### src/rtl/hazard_pkg.sv
// Shared constants and types for the pipeline hazard/stall controller.
package hazard_pkg;

  localparam logic [1:0] FWD_RF  = 2'b00;
  localparam logic [1:0] FWD_WB  = 2'b01;
  localparam logic [1:0] FWD_MEM = 2'b10;

  typedef enum logic {
    MEM_IDLE = 1'b0,
    MEM_WAIT = 1'b1
  } mem_state_t;

  // A later stage can supply an operand only if it writes a non-x0 register that matches.
  function automatic logic reg_match(input logic [4:0] rd, input logic we, input logic [4:0] rs);
    return we && (rd != 5'd0) && (rd == rs);
  endfunction

endpackage

### src/rtl/forward_select_unit.sv
// Execute-stage operand forwarding select for one source register.
module forward_select_unit
  import hazard_pkg::*;
(
  input  logic [4:0] rs,
  input  logic [4:0] rd_m,
  input  logic       reg_write_m,
  input  logic [4:0] rd_w,
  input  logic       reg_write_w,
  output logic [1:0] fwd
);

  // Memory stage holds the newer value, so it takes priority over writeback.
  always_comb begin
    fwd = FWD_RF;
    if (reg_match(rd_m, reg_write_m, rs)) begin
      fwd = FWD_MEM;
    end else if (reg_match(rd_w, reg_write_w, rs)) begin
      fwd = FWD_WB;
    end else begin
      fwd = FWD_RF;
    end
  end

endmodule

### src/rtl/hazard_control_unit.sv
// Forwarding, load-use stall, branch flush, data-memory wait FSM with timeout,
// and saturating stall/flush performance counters for the 5-stage pipeline.
module hazard_control_unit
  import hazard_pkg::*;
#(
  parameter int MEM_TIMEOUT = 16,
  parameter int CNT_W       = 32
) (
  input  logic             clk,
  input  logic             rst,
  input  logic [4:0]       Rs1D,
  input  logic [4:0]       Rs2D,
  input  logic [4:0]       Rs1E,
  input  logic [4:0]       Rs2E,
  input  logic [4:0]       RdE,
  input  logic             ResultSrcE,
  input  logic             PCSrcE,
  input  logic [4:0]       RdM,
  input  logic             RegWriteM,
  input  logic             MemReqM,
  input  logic             MemAckM,
  input  logic [4:0]       RdW,
  input  logic             RegWriteW,
  output logic [1:0]       ForwardAE,
  output logic [1:0]       ForwardBE,
  output logic             StallF,
  output logic             StallD,
  output logic             StallE,
  output logic             StallM,
  output logic             FlushD,
  output logic             FlushE,
  output logic             FlushW,
  output logic             MemErr,
  output logic [CNT_W-1:0] StallCount,
  output logic [CNT_W-1:0] FlushCount
);

  localparam int WCW = $clog2(MEM_TIMEOUT) + 1;

  mem_state_t     state;
  logic [WCW-1:0] wait_cnt;
  logic [1:0]     fwd_a;
  logic [1:0]     fwd_b;
  logic           lw_stall;
  logic           timeout;
  logic           mem_stall;

  forward_select_unit u_fwd_a (
    .rs(Rs1E), .rd_m(RdM), .reg_write_m(RegWriteM),
    .rd_w(RdW), .reg_write_w(RegWriteW), .fwd(fwd_a)
  );

  forward_select_unit u_fwd_b (
    .rs(Rs2E), .rd_m(RdM), .reg_write_m(RegWriteM),
    .rd_w(RdW), .reg_write_w(RegWriteW), .fwd(fwd_b)
  );

  assign ForwardAE = rst ? FWD_RF : fwd_a;
  assign ForwardBE = rst ? FWD_RF : fwd_b;

  // A taken branch squashes the decode instruction, so it cancels the load-use stall.
  assign lw_stall  = ResultSrcE && (RdE != 5'd0) && ((RdE == Rs1D) || (RdE == Rs2D)) && !PCSrcE;
  assign timeout   = (state == MEM_WAIT) && (wait_cnt == WCW'(MEM_TIMEOUT - 1)) && !MemAckM;
  assign mem_stall = MemReqM && !MemAckM && !timeout;

  // Memory freeze outranks load-use and branch: E is held, so PCSrcE re-presents on release.
  always_comb begin
    StallF = 1'b0;
    StallD = 1'b0;
    StallE = 1'b0;
    StallM = 1'b0;
    FlushD = 1'b0;
    FlushE = 1'b0;
    FlushW = 1'b0;
    if (rst) begin
      StallF = 1'b0;
    end else if (mem_stall) begin
      StallF = 1'b1;
      StallD = 1'b1;
      StallE = 1'b1;
      StallM = 1'b1;
      FlushW = 1'b1;
    end else begin
      StallF = lw_stall;
      StallD = lw_stall;
      FlushD = PCSrcE;
      FlushE = PCSrcE | lw_stall;
    end
  end

  // Wait-state FSM: wait_cnt counts stalled cycles of the current request.
  always_ff @(posedge clk or posedge rst) begin
    if (rst) begin
      state    <= MEM_IDLE;
      wait_cnt <= '0;
      MemErr   <= 1'b0;
    end else begin
      case (state)
        MEM_IDLE: begin
          if (mem_stall) begin
            state    <= MEM_WAIT;
            wait_cnt <= WCW'(1);
          end
        end
        MEM_WAIT: begin
          if (timeout) begin
            state    <= MEM_IDLE;
            wait_cnt <= '0;
            MemErr   <= 1'b1;
          end else if (MemAckM || !MemReqM) begin
            state    <= MEM_IDLE;
            wait_cnt <= '0;
          end else begin
            wait_cnt <= wait_cnt + WCW'(1);
          end
        end
        default: begin
          state    <= MEM_IDLE;
          wait_cnt <= '0;
        end
      endcase
    end
  end

  // Saturating performance counters.
  always_ff @(posedge clk or posedge rst) begin
    if (rst) begin
      StallCount <= '0;
      FlushCount <= '0;
    end else begin
      if (StallF && (StallCount != {CNT_W{1'b1}})) begin
        StallCount <= StallCount + CNT_W'(1);
      end
      if ((FlushD || FlushE) && (FlushCount != {CNT_W{1'b1}})) begin
        FlushCount <= FlushCount + CNT_W'(1);
      end
    end
  end

endmodule

### config.mk
export PLATFORM = sky130hd
export DESIGN_NAME = hazard_control_unit
export DESIGN_NICKNAME = d
export VERILOG_FILES = /design/src/rtl/hazard_pkg.sv /design/src/rtl/forward_select_unit.sv /design/src/rtl/hazard_control_unit.sv
export SDC_FILE = /design/constraint.sdc
export NUM_CORES = 1
export LEC_CHECK = 0
export CAP_MARGIN = 20
export CORE_MARGIN = 2
export CORE_UTILIZATION = 55
export DETAILED_ROUTE_END_ITERATION = 12
export DONT_BUFFER_PORTS = 1
export GPL_ROUTABILITY_DRIVEN = 0
export GPL_TIMING_DRIVEN = 0
export PLACE_DENSITY_LB_ADDON = 0.15
export SYNTH_ARGS = -nofsm -noshare
export SYNTH_HDL_FRONTEND = slang
export SYNTH_SLANG_ARGS = --single-unit
### constraint.sdc
create_clock -name clk -period 7.8 [get_ports clk]
set_input_delay 1.56 -clock clk [delete_from_list [all_inputs] [get_ports clk]]
set_output_delay 1.56 -clock clk [all_outputs]
set_load 0.02 [all_outputs]
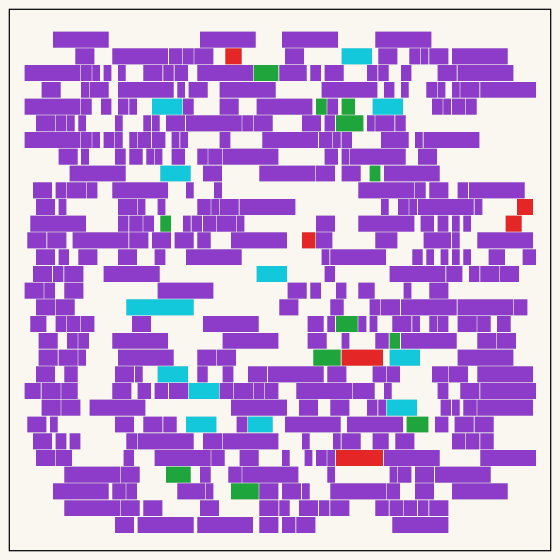
Fig. 1. Cell sizes after repair.
legend:
  x3 and x4:
    color: red
    cells: 6
  x6 and larger:
    color: cyan
    cells: 12
  x1 and smaller:
    color: purple
    cells: 371
  x2:
    color: green
    cells: 12

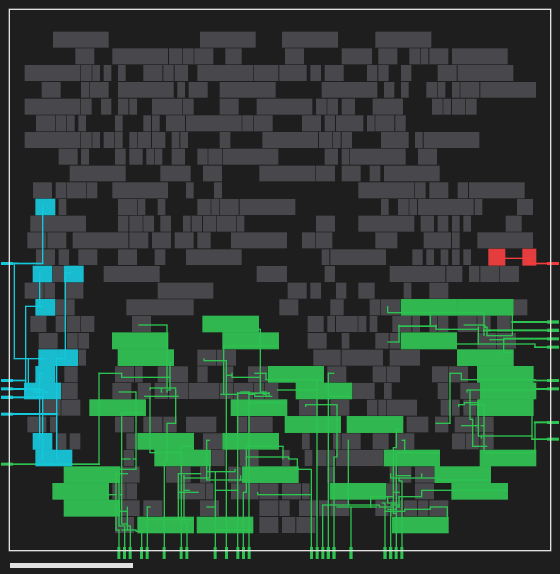
Fig. 2. I/O nets highlighted.
The bar under the picture is 20 um long.
legend:
  RdW:
    color: cyan
    bits: 5
    direction: input
    end_cells: 12
    wire: 139 um
  MemAckM:
    color: red
    bits: 1
    direction: input
    end_cells: 2
    wire: 8.00 um
  FlushCount:
    color: green
    bits: 32
    direction: output
    end_cells: 32
    wire: 1,000 um

==> sequential cells by signal (all words and copies together) (netlist names) <==
| register | flops |
|---|---|
| FlushCount | 32 |
| StallCount | 32 |
| wait_cnt | 5 |
| MemErr | 1 |
| state | 1 |
==> synthesized netlist by cell type, drive strengths merged <==
cell type   n
a221oi      1
nor2b       2
o21ba       1
mux2        2
a22oi       1
nor3b       3
inv        11
or4b        1
ha          4
a21boi      1
nand4b      1
o21bai      1
nand3      29
nand2b      2
nor4       11
nand3b      1
buf         6
a21o        1
and3        8
nand4      20
or2         1
or4         3
mux2i       1
xor2       45
nand2      39
nor3       30
dfrtp      71
o21ai       7
a21oi       2
o211ai      1
and4        5
and4bb      1
and2        5
nor2       17
xnor2      49
a211o       1
==> ds_physical_params.txt <==
Summary of implementation characteristics

Parameter                              Value

Power and ir drop
  Sequential power .................. 0.458 mW
  Post-route total power .................. around 0.84 mW
  Power in the clock group .................. 0.293 mW
  Switch Pwr .................. 0.2493 mW
  Leakage power of the design .................. approximately 1.8 nW
  Max rail drop VDD .................. between 0.08 and 0.09 mV
  Portion of total power attributed to sequential cells .................. between 50% and 60%
  Part of the total power dissipated in the clock network .................. between 30% and 40%
  Power density over cell area .................. between 200 and 250 nW/um^2
  Internal power consumption .................. between 0.5 and 0.6 mW

Routing
  DRT antenna net count .................. 0
  Detailed Route Iter0 Violations .................. ~120
  Wirelength per Cell .................. between 15 and 20 um
  Total iterations of the first detailed-routing run .................. 4
  Drt drc .................. 0
  Sum of met2 wire segment lengths after detailed routing .................. around 4000 um
  DR vias .................. roughly 2,800
  Post-route met1 wirelength .................. about 3800 um
  Top routing layer in use .................. met4
  Metal3 WL .................. approximately 540 um
  Detail-routed via count per cell .................. about 5.7

Final timing
  Final Slew Violations .................. 0
  Final WS setup .................. 2.544 ns
  Final sum of negative setup slack .................. 0 ns
  Final critical path time including I/O delays and setup .................. 5.256 ns
  Final hold slack .................. 0.5123 ns
  Number of setup violations in the final report .................. 0
  RSZ-0062 raised after global routing .................. no
  Worst-case headroom to the max-slew limit .................. 37.48%
  Final hold vios .................. 0
  Pin slew with the least headroom to its limit .................. just over 0.9 ns

Critical path
  Crit path from .................. rst
  Crit path buffers/inverters .................. 1
  Worst EP required .................. 6.24 ns
  Destination of the critical timing path .................. ForwardBE[0]
  Library cell contributing the largest single delay on the critical path .................. nor4_1
  Cell family with the largest share of critical-path delay .................. simple AND/OR/NAND/NOR gates
  Critical Path Stages .................. 4
  Endpoint of the lowest-slack register-to-register path .................. StallCount[1]
  Largest fanout of any net on the critical path .................. 73
  Max incr delay on CP .................. between 0.6 and 0.7 ns
  Path type of the worst setup path .................. in -> out
  Cells along the critical path .................. inv_4 -> o211ai_1 -> or4_1 -> nor4_1
  Worst setup EP type .................. output port
  Launching point of the worst reg2reg path .................. StallCount[0]
  Arrival time of data at the critical path endpoint .................. roughly 3.7 ns
  Setup crit start kind .................. input pin

Worst hold path
  Type of the most critical hold path .................. reg -> reg
  Endpoint of the worst hold path .................. wait_cnt[4]

Logic synthesis
  Flop and latch count out of synthesis .................. roughly 71
  Synthesized-area fraction occupied by xor and xnor cells .................. 21.33%
  Area fraction in and, or, nand and nor cells after synthesis .................. approximately 25%
  Mux share .................. 0.8428%
  Yosys warning tally .................. 0
  Tally of unique sky130hd cells used after synthesis .................. ~44
  Mapped Avg Cell Area .................. 10.03 sq um
  Netlist area before placement .................. 3860 sq um
  Share of Yosys cell area claimed by the top area cell type .................. 46.03%
  Library cell with the largest summed area after synthesis .................. dfrtp_1
  Sequential-to-total area share from yosys stat .................. ~46%
  Top logic cell family in the synthesized netlist .................. simple AND/OR/NAND/NOR gates
  Top cells by area in the synthesized netlist .................. dfrtp_1 46%, xnor2_1 11%, xor2_1 10%
  Syn_nets .................. roughly 430
  Yosys stat chip area .................. approximately 3900 sq um
  Area fraction in compound gates after synthesis .................. ~2.9%

Clock network
  Insertion Delay late pin .................. between 0.3 and 0.4 ns
  Clk root buf .................. clkbuf_8
  TritonCTS clock tree .................. built
  Clock-pin slew reported for the worst setup and hold paths after clock tree synthesis .................. 0.07 ns
  Count of cells resized by post-cts repair .................. 0
  Total CTS buffers .................. 9
  Setup Fix Bufs, Post-CTS .................. 0
  Number of clock sinks .................. a little over 70

Placement
  Total instance count after detailed placement .................. a little under 500
  Post-Place Cell Area .................. 3983 sq um
  Minimum setup slack after placement .................. 2.483 ns

Finish
  Fraction of final layout cells sized beyond drive strength 1 .................. under 10%
  Seq_cells .................. a little over 70
  Share of final layout cell area taken by clock buffers and inverters .................. between 4 and 5%
  Most used cells in the layout excluding fill and tap cells .................. 71 x dfrtp_1, 49 x xnor2_1, 45 x xor2_1
  Post-synthesis to final-layout area growth .................. 8.104%
  Leading cell type in the layout, fill and taps excluded .................. dfrtp_1
  Non-filler cells in the finished layout .................. slightly below 500
  Number of inserted diodes .................. 0
  Buffering overhead .................. 1.019%
  Nonclk buf count .................. 6
  Comb area share .................. between 40% and 50%
  FF+latch area .................. 1777 sq um
  Total non-filler cell area in the finished layout .................. approximately 4200 sq um
  Biggest Area Class .................. multi-input combinational cells
  Number of logic gates .................. 297
  Gate Area .................. approximately 2000 sq um
  Nets .................. 443
  Filler instances .................. around 580
  Number of signal-net inverters in the final layout .................. 11
  Clock buffers .................. 12

Run status
  Result of the run .................. finished, final reports clean

Global route
  Met3 track demand over resource in global routing .................. ~7.6%
  Global-route met2 utilization .................. around 37%
  Fraction of met1 tracks used by global routing .................. between 20 and 30%
  Aggregate global routing overflow .................. 0
  Number of global-route vias before repair .................. just under 3,000
  Most congested layer reported by global routing .................. met2
  Total global routing track utilization .................. 22.99%
  Initial antenna violation count .................. 0
  Largest net degree at the start of global routing .................. 74

Floorplan
  Number of tap cells added at floorplan .................. between 90 and 100
  Site row count .................. 30
  Total Die Area .................. approximately 7700 sq um
  Floorplan utilization .................. between 50 and 60%
  Die outline width .................. 87.78 um
  Area of the core region .................. between 6000 and 7000 sq um
  Die Ht .................. between 80 and 90 um
  Count of pins on the block boundary .................. between 100 and 150
Power figures rest on the tool's default switching activity, not on a simulated workload.
